**Run 1: met2 routing**

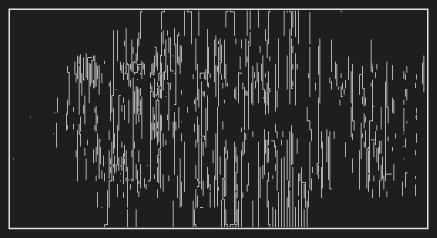
**Run 1: routing congestion map**

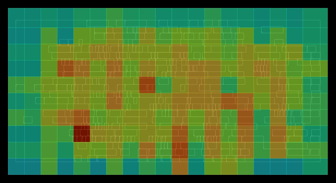
**Run 1: wire density map**

The bar under the picture is 50 um long. The die is cut into 27 by 14 equal tiles; black is low, pale yellow is high, scaled to the fullest tile. Values are wire area over tile area, all layers added.
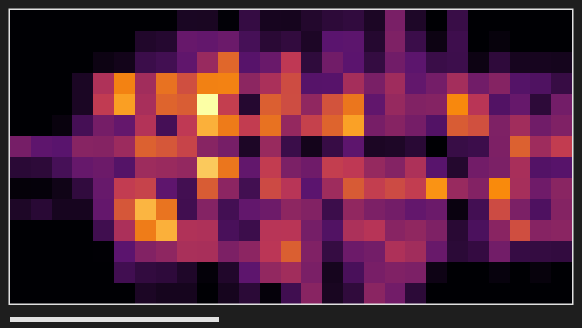
**Run 1: cell density map**

The bar under the picture is 50 um long. The die is cut into 13 by 7 equal tiles; black is low, pale yellow is high, 0 to 100% covered.
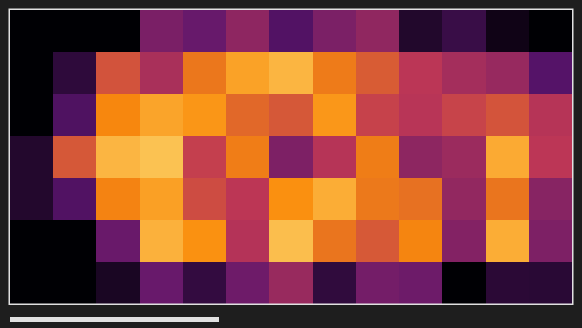
`config.mk`:
```
export PLATFORM = sky130hd
export DESIGN_NAME = para_loader
export DESIGN_NICKNAME = d
export VERILOG_FILES = /design/src/rtl/para_loader.sv
export SDC_FILE = /design/constraint.sdc
export NUM_CORES = 1
export LEC_CHECK = 0
export CAP_MARGIN = 40
export CELL_PAD_IN_SITES_DETAIL_PLACEMENT = 0
export CELL_PAD_IN_SITES_GLOBAL_PLACEMENT = 1
export CORE_ASPECT_RATIO = 0.5
export CORE_MARGIN = 3
export CORE_UTILIZATION = 37
export CTS_CLUSTER_SIZE = 20
export DETAILED_ROUTE_END_ITERATION = 6
export GPL_TIMING_DRIVEN = 0
export PLACE_DENSITY = 0.84
export SLEW_MARGIN = 20
export SYNTH_ARGS = -nofsm -noshare
export SYNTH_HDL_FRONTEND = slang
export SYNTH_SLANG_ARGS = --single-unit
```
`constraint.sdc`:
```
create_clock -name clk -period 2.3 [get_ports clk]
set_input_delay 0.23 -clock clk [delete_from_list [all_inputs] [get_ports clk]]
set_output_delay 0.23 -clock clk [all_outputs]
set_load 0.02 [all_outputs]
```
`src/rtl/para_loader.sv`:
```
// Streams 16-bit parameter words into the five weight-row banks and the bias RAM.
// Write strobes follow acceptance by one cycle. s_ready stays high through both load states.
`timescale 1ns/1ps
module para_loader #(
    parameter int W_WIDTH    = 15,
    parameter int B_WIDTH    = 15,
    parameter int KERNEL_NUM = 6
) (
    input  logic               clk,
    input  logic               rst_n,
    input  logic               start,
    input  logic               s_valid,
    input  logic [15:0]        s_data,
    output logic               s_ready,
    output logic [4:0]         w_wr_en,
    output logic [7:0]         w_wr_addr,
    output logic [W_WIDTH:0]   w_wr_data,
    output logic               b_wr_en,
    output logic [4:0]         b_wr_addr,
    output logic [B_WIDTH:0]   b_wr_data,
    output logic               busy,
    output logic               done
);

    typedef enum logic [1:0] {IDLE, LOAD_W, LOAD_B, DONE} state_t;

    localparam logic [4:0] LAST_KERN = 5'(KERNEL_NUM - 1);

    state_t             state_q;
    logic [4:0]         kern_cnt_q;
    logic [2:0]         row_cnt_q;
    logic [2:0]         col_cnt_q;
    logic               ready_q;
    logic               busy_q;
    logic               done_q;
    logic [4:0]         w_en_q;
    logic [7:0]         w_addr_q;
    logic [W_WIDTH:0]   w_data_q;
    logic               b_en_q;
    logic [4:0]         b_addr_q;
    logic [B_WIDTH:0]   b_data_q;
    logic [7:0]         w_addr_d;

    // Matches the read side: kernel*5 + col, computed as kernel*4 + kernel + col.
    assign w_addr_d = {1'b0, kern_cnt_q, 2'b00} + {3'b000, kern_cnt_q} + {5'b00000, col_cnt_q};

    always_ff @(posedge clk or negedge rst_n) begin
        if (!rst_n) begin
            state_q    <= IDLE;
            kern_cnt_q <= '0;
            row_cnt_q  <= '0;
            col_cnt_q  <= '0;
            ready_q    <= 1'b0;
            busy_q     <= 1'b0;
            done_q     <= 1'b0;
            w_en_q     <= '0;
            w_addr_q   <= '0;
            w_data_q   <= '0;
            b_en_q     <= 1'b0;
            b_addr_q   <= '0;
            b_data_q   <= '0;
        end else begin
            w_en_q <= '0;
            b_en_q <= 1'b0;
            done_q <= 1'b0;
            case (state_q)
                IDLE: begin
                    if (start) begin
                        state_q    <= LOAD_W;
                        kern_cnt_q <= '0;
                        row_cnt_q  <= '0;
                        col_cnt_q  <= '0;
                        ready_q    <= 1'b1;
                        busy_q     <= 1'b1;
                    end
                end
                LOAD_W: begin
                    if (s_valid) begin
                        w_en_q   <= 5'b00001 << row_cnt_q;
                        w_addr_q <= w_addr_d;
                        w_data_q <= s_data[W_WIDTH:0];
                        if (col_cnt_q == 3'd4) begin
                            col_cnt_q <= '0;
                            row_cnt_q <= row_cnt_q + 3'd1;
                            if (row_cnt_q == 3'd4) begin
                                state_q <= LOAD_B;
                            end
                        end else begin
                            col_cnt_q <= col_cnt_q + 3'd1;
                        end
                    end
                end
                LOAD_B: begin
                    if (s_valid) begin
                        b_en_q     <= 1'b1;
                        b_addr_q   <= kern_cnt_q;
                        b_data_q   <= s_data[B_WIDTH:0];
                        kern_cnt_q <= kern_cnt_q + 5'd1;
                        row_cnt_q  <= '0;
                        col_cnt_q  <= '0;
                        if (kern_cnt_q == LAST_KERN) begin
                            // Final bias strobe and done land in the same cycle.
                            state_q <= DONE;
                            ready_q <= 1'b0;
                            busy_q  <= 1'b0;
                            done_q  <= 1'b1;
                        end else begin
                            state_q <= LOAD_W;
                        end
                    end
                end
                DONE: begin
                    state_q <= IDLE;
                end
                default: begin
                    state_q <= IDLE;
                    ready_q <= 1'b0;
                    busy_q  <= 1'b0;
                end
            endcase
        end
    end

    assign s_ready   = ready_q;
    assign busy      = busy_q;
    assign done      = done_q;
    assign w_wr_en   = w_en_q;
    assign w_wr_addr = w_addr_q;
    assign w_wr_data = w_data_q;
    assign b_wr_en   = b_en_q;
    assign b_wr_addr = b_addr_q;
    assign b_wr_data = b_data_q;

endmodule

```
==> results.cfg, run 1 <==
; flow metrics
[synth]
cell_with_the_most_instances_after_synthesis = sky130_fd_sc_hd__nand2_1
synth-adder-area-share = 0.08664
syn_area_per_cell_um2 = 11.21
synth.yosys.seq_area_share = 0.5394
muxShareOfSynthArea = 0.09481
top_area_frac = 0.5394

[placed_design]
placed_area_um2 = 3943
portBuffers = 72

[final_layout]
bufAreaShareNonClock = 0.2063
dominant_cells = flip-flops and latches
finalInstanceArea_um2 = 4215
layout_top_cell = sky130_fd_sc_hd__nand2_1
layout.clock.cell_area_share = 0.05729
drive_gt1_frac = 0.1492

[floorplan]
io-pin-count = 74

[flow_run]
maxCapViolCount = 0

[critical_path]
rr_startpoint = kern_cnt_q[2]$_DFFE_PN0P_
critPathMaxStageDelay_ns = 0.50
critPathLaunch = kern_cnt_q[2]$_DFFE_PN0P_
path_max_fanout = 5
timing_worst_setup_path_type = flop to flop
worst-r2r-cell-count = 8
worst-path-buf-inv = 2
worstSetupEndpointType = flop

[status]
status = completed

[clock_tree]
cts_buffer_depth = 2
clk-insertion-delay-late_ns = 0.32

[timing]
final.hold.worst_slack_ns = 0.2644
hold_viol = 0

[pwr]
intPower_w = 0.002761
## Picture notes: 'met2 routing'
The layer carries 3260 um of wire. The longest straight run is 33.3 um. The wires run mostly vertical.
vias after detailed routing: 2219
Global Route met2 Usage: 0.2452
detailed-route wire length: 6761 um

## Picture notes: 'routing congestion map'
layer carrying the most global-route usage: met2
met1 Track Usage GR: 0.1930
final core occ: 0.5489

## Picture notes: 'wire density map'
15% of the tiles are over half the peak. The mean over all tiles is 0.11. The densest ninth of the die: middle. 20% of the tiles are nearly empty. The fullest tile reaches 0.43.
total global-route track usage: 0.1536
Routed wire per std cell: 14.39 um

## Picture notes: 'cell density map'
12% of the tiles are nearly empty. The fullest tile reaches 87%. The densest ninth of the die: middle.
area of the core region: 7680 um2
floorplan utilization: 0.3987

[run 1: stage by stage]
step / worst slack (ns) / util / power, W
floorplan: 0.2431 / - / 0.002323
global placement: -1.108 / 0.5101 / 0.002810
detailed placement: 0.02375 / 0.5134 / 0.002849
CTS: 0.01182 / 0.5461 / 0.004026
global route: -0.02806 / 0.5489 / 0.004236
finish: 0.1632 / 0.5489 / 0.003989
[run 1: routing by layer]
layer | vias to the layer above | share of wire
met2 | 53 | 0.48
li1 | 1073 | -
met3 | 11 | 0.045
met1 | 1082 | 0.45
met4 | 0 | 0.018
met5 | - | 0
[run 1: registers in the layout, summed over array words and instances (netlist names), 3 cells and up]
name,cells
w_wr_addr,8
w_wr_en,5
w_wr_data,16
b_wr_addr,5
kern_cnt_q,5
b_wr_data,16
row_cnt_q,3
col_cnt_q,3
--- run 2 (diff from run 1) ---
REMOVE_ABC_BUFFERS = 1   (was not set)
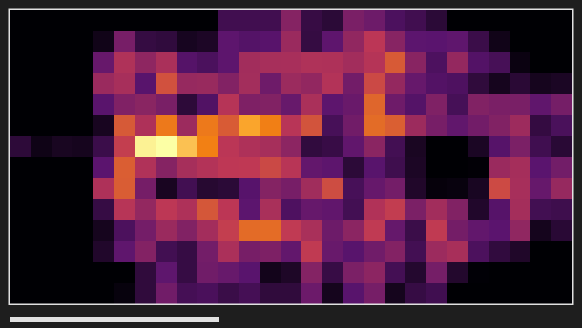
**Above:** run 2 (wire density map).
The bar under the picture is 50 um long. The die is cut into 27 by 14 equal tiles; black is low, pale yellow is high, scaled to the fullest tile. Values are wire area over tile area, all layers added.
24% of the tiles are nearly empty. The densest ninth of the die: middle. The mean over all tiles is 0.11. 9.0% of the tiles are over half the peak. The emptiest ninth of the die: bottom left.
Routed wire per std cell: 14.14 um
total global-route track usage: 0.1513
vias after detailed routing: 2160
detailed-route wire length: 6561 um

==> results.cfg, run 2 <==
; flow metrics
[critical_path]
reg_to_reg_critical_path_endpoint = w_wr_addr[6]$_DFFE_PN0P_
worstSetupEndpointType = flop
timing_worst_setup_path_type = flop to flop
worst-r2r-cell-count = 8
critPathLaunch = kern_cnt_q[0]$_DFFE_PN0P_
path_max_fanout = 6
rr_startpoint = kern_cnt_q[0]$_DFFE_PN0P_
worst-path-buf-inv = 2
critPathMaxStageDelay_ns = 0.53

[synth]
top_area_frac = 0.5394
cell_with_the_most_instances_after_synthesis = sky130_fd_sc_hd__nand2_1
muxShareOfSynthArea = 0.09481
synth.yosys.seq_area_share = 0.5394
syn_area_per_cell_um2 = 11.21
synth-adder-area-share = 0.08664

[clock_tree]
cts_buffer_depth = 2

[route]
wirelength_met1_um = 2892
route.met3.wl_um = 287
topRoutingLayerUsed = met4

[pwr]
intPower_w = 0.002967
post-layout-total-power_w = 0.004189

[global_routing]
layer_carrying_the_most_global_route_usage = met2
grtUsageMet2 = 0.2579
use_met1 = 0.1831

[status]
status = completed

[flow_run]
maxCapViolCount = 0

[placed_design]
portBuffers = 73
placed_area_um2 = 3865
preCtsSetupSlack_ns = -0.4637

[final_layout]
drive_gt1_frac = 0.1376
finalInstanceArea_um2 = 4232
postLayoutCoreUtil = 0.5510
layout_top_cell = sky130_fd_sc_hd__nand2_1

[timing]
hold_viol = 0
finalWorstSetupSlack_ns = 0.1775

[floorplan]
core-area_um2 = 7680
io-pin-count = 74
core_util_floorplan = 0.3987
[run 2: area by class of cell]
type	count	area, um2	area share
timing repair buffer	80	807.0	0.1907
inverter	13	48.80	0.01153
tap	108	135.1	0.03193
sequential	66	1653	0.3906
clock inverter	1	30.03	0.007096
multi-input combinational	181	1270	0.3001
clock buffer	15	287.8	0.06801
[run 2: worst register-to-register path, stage by stage (launching register included)]
cell and delay (ns):
sky130_fd_sc_hd__dfrtp_2 0.40, sky130_fd_sc_hd__inv_1 0.08, sky130_fd_sc_hd__fa_1 0.53, sky130_fd_sc_hd__inv_1 0.07, sky130_fd_sc_hd__ha_1 0.29, sky130_fd_sc_hd__a211oi_2 0.07
sky130_fd_sc_hd__o31ai_1 0.30, sky130_fd_sc_hd__xnor2_1 0.16, sky130_fd_sc_hd__o21ai_0 0.09
--- run 3 (diff from run 2) ---
CAP_MARGIN = 0   (was 40)
clock period = 2.06 ns   (was 2.3 ns; I/O delays follow)
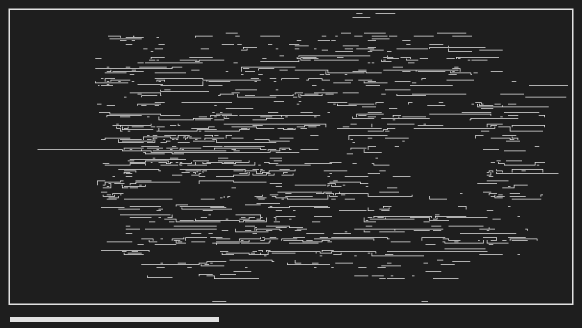
**Above:** run 3 (met1 routing).
The bar under the picture is 50 um long.
The layer holds 44% of the routed length. The longest straight run is 24.4 um. The layer carries 2930 um of wire.
met1 Track Usage GR: 0.1831
detailed-route wire length: 6641 um
vias after detailed routing: 2172

==> results.cfg, run 3 <==
; flow metrics
[critical_path]
worstSetupEndpointType = flop
timing_worst_setup_path_type = flop to flop
worst-r2r-cell-count = 8
worst-path-buf-inv = 2
rr_startpoint = kern_cnt_q[0]$_DFFE_PN0P_
reg_to_reg_critical_path_endpoint = w_wr_addr[6]$_DFFE_PN0P_

[timing]
final.hold.worst_slack_ns = 0.2584
finalWorstSetupSlack_ns = 0.1120
hold_viol = 0

[route]
wirelength_met1_um = 2925
routed_wire_length_per_instance_um = 14.28
topRoutingLayerUsed = met4

[flow_run]
maxCapViolCount = 0

[synth]
synth-adder-area-share = 0.08664
syn_area_per_cell_um2 = 11.21
cell_with_the_most_instances_after_synthesis = sky130_fd_sc_hd__nand2_1
top_area_frac = 0.5394

[placed_design]
portBuffers = 73

[floorplan]
io-pin-count = 74
core-area_um2 = 7680

[clock_tree]
clk-insertion-delay-late_ns = 0.32

[final_layout]
postLayoutCoreUtil = 0.5562

[global_routing]
layer_carrying_the_most_global_route_usage = met2

[status]
status = completed

[pwr]
post-layout-total-power_w = 0.004722
-- run 3: cell counts after synthesis --
Identical to the previous run, type by type.
-- run 3: layout make-up --
class | instances | area (um2)
Timing Repair Buffer | 81 | 814.5
Multi-Input combinational cell | 181 | 1300
Clock buffer | 15 | 287.8
Sequential cell | 66 | 1653
Inverter | 13 | 51.30
Clock inverter | 1 | 30.03
Tap cell | 108 | 135.1
Fill cell | 635 | 3408
-- run 3: what timing repair did --
action / CTS / global route
resized: 8 / 8
endpoints found under the setup margin: 31 / 5
setup buffers: 4 / 1
hold buffers: 1 / 0
pin swaps: 5 / 2
endpoints found under the hold margin: 66 / 0
-- run 3: power by group --
group	internal (W)	total, W	switching [W]
combinational	0.000733	0.00144	0.000706
sequential	0.00154	0.00170	0.000164
clock	0.00107	0.00158	0.000514
total	0.00334	0.00472	0.00138
Power is estimated from default activity; no workload was simulated.
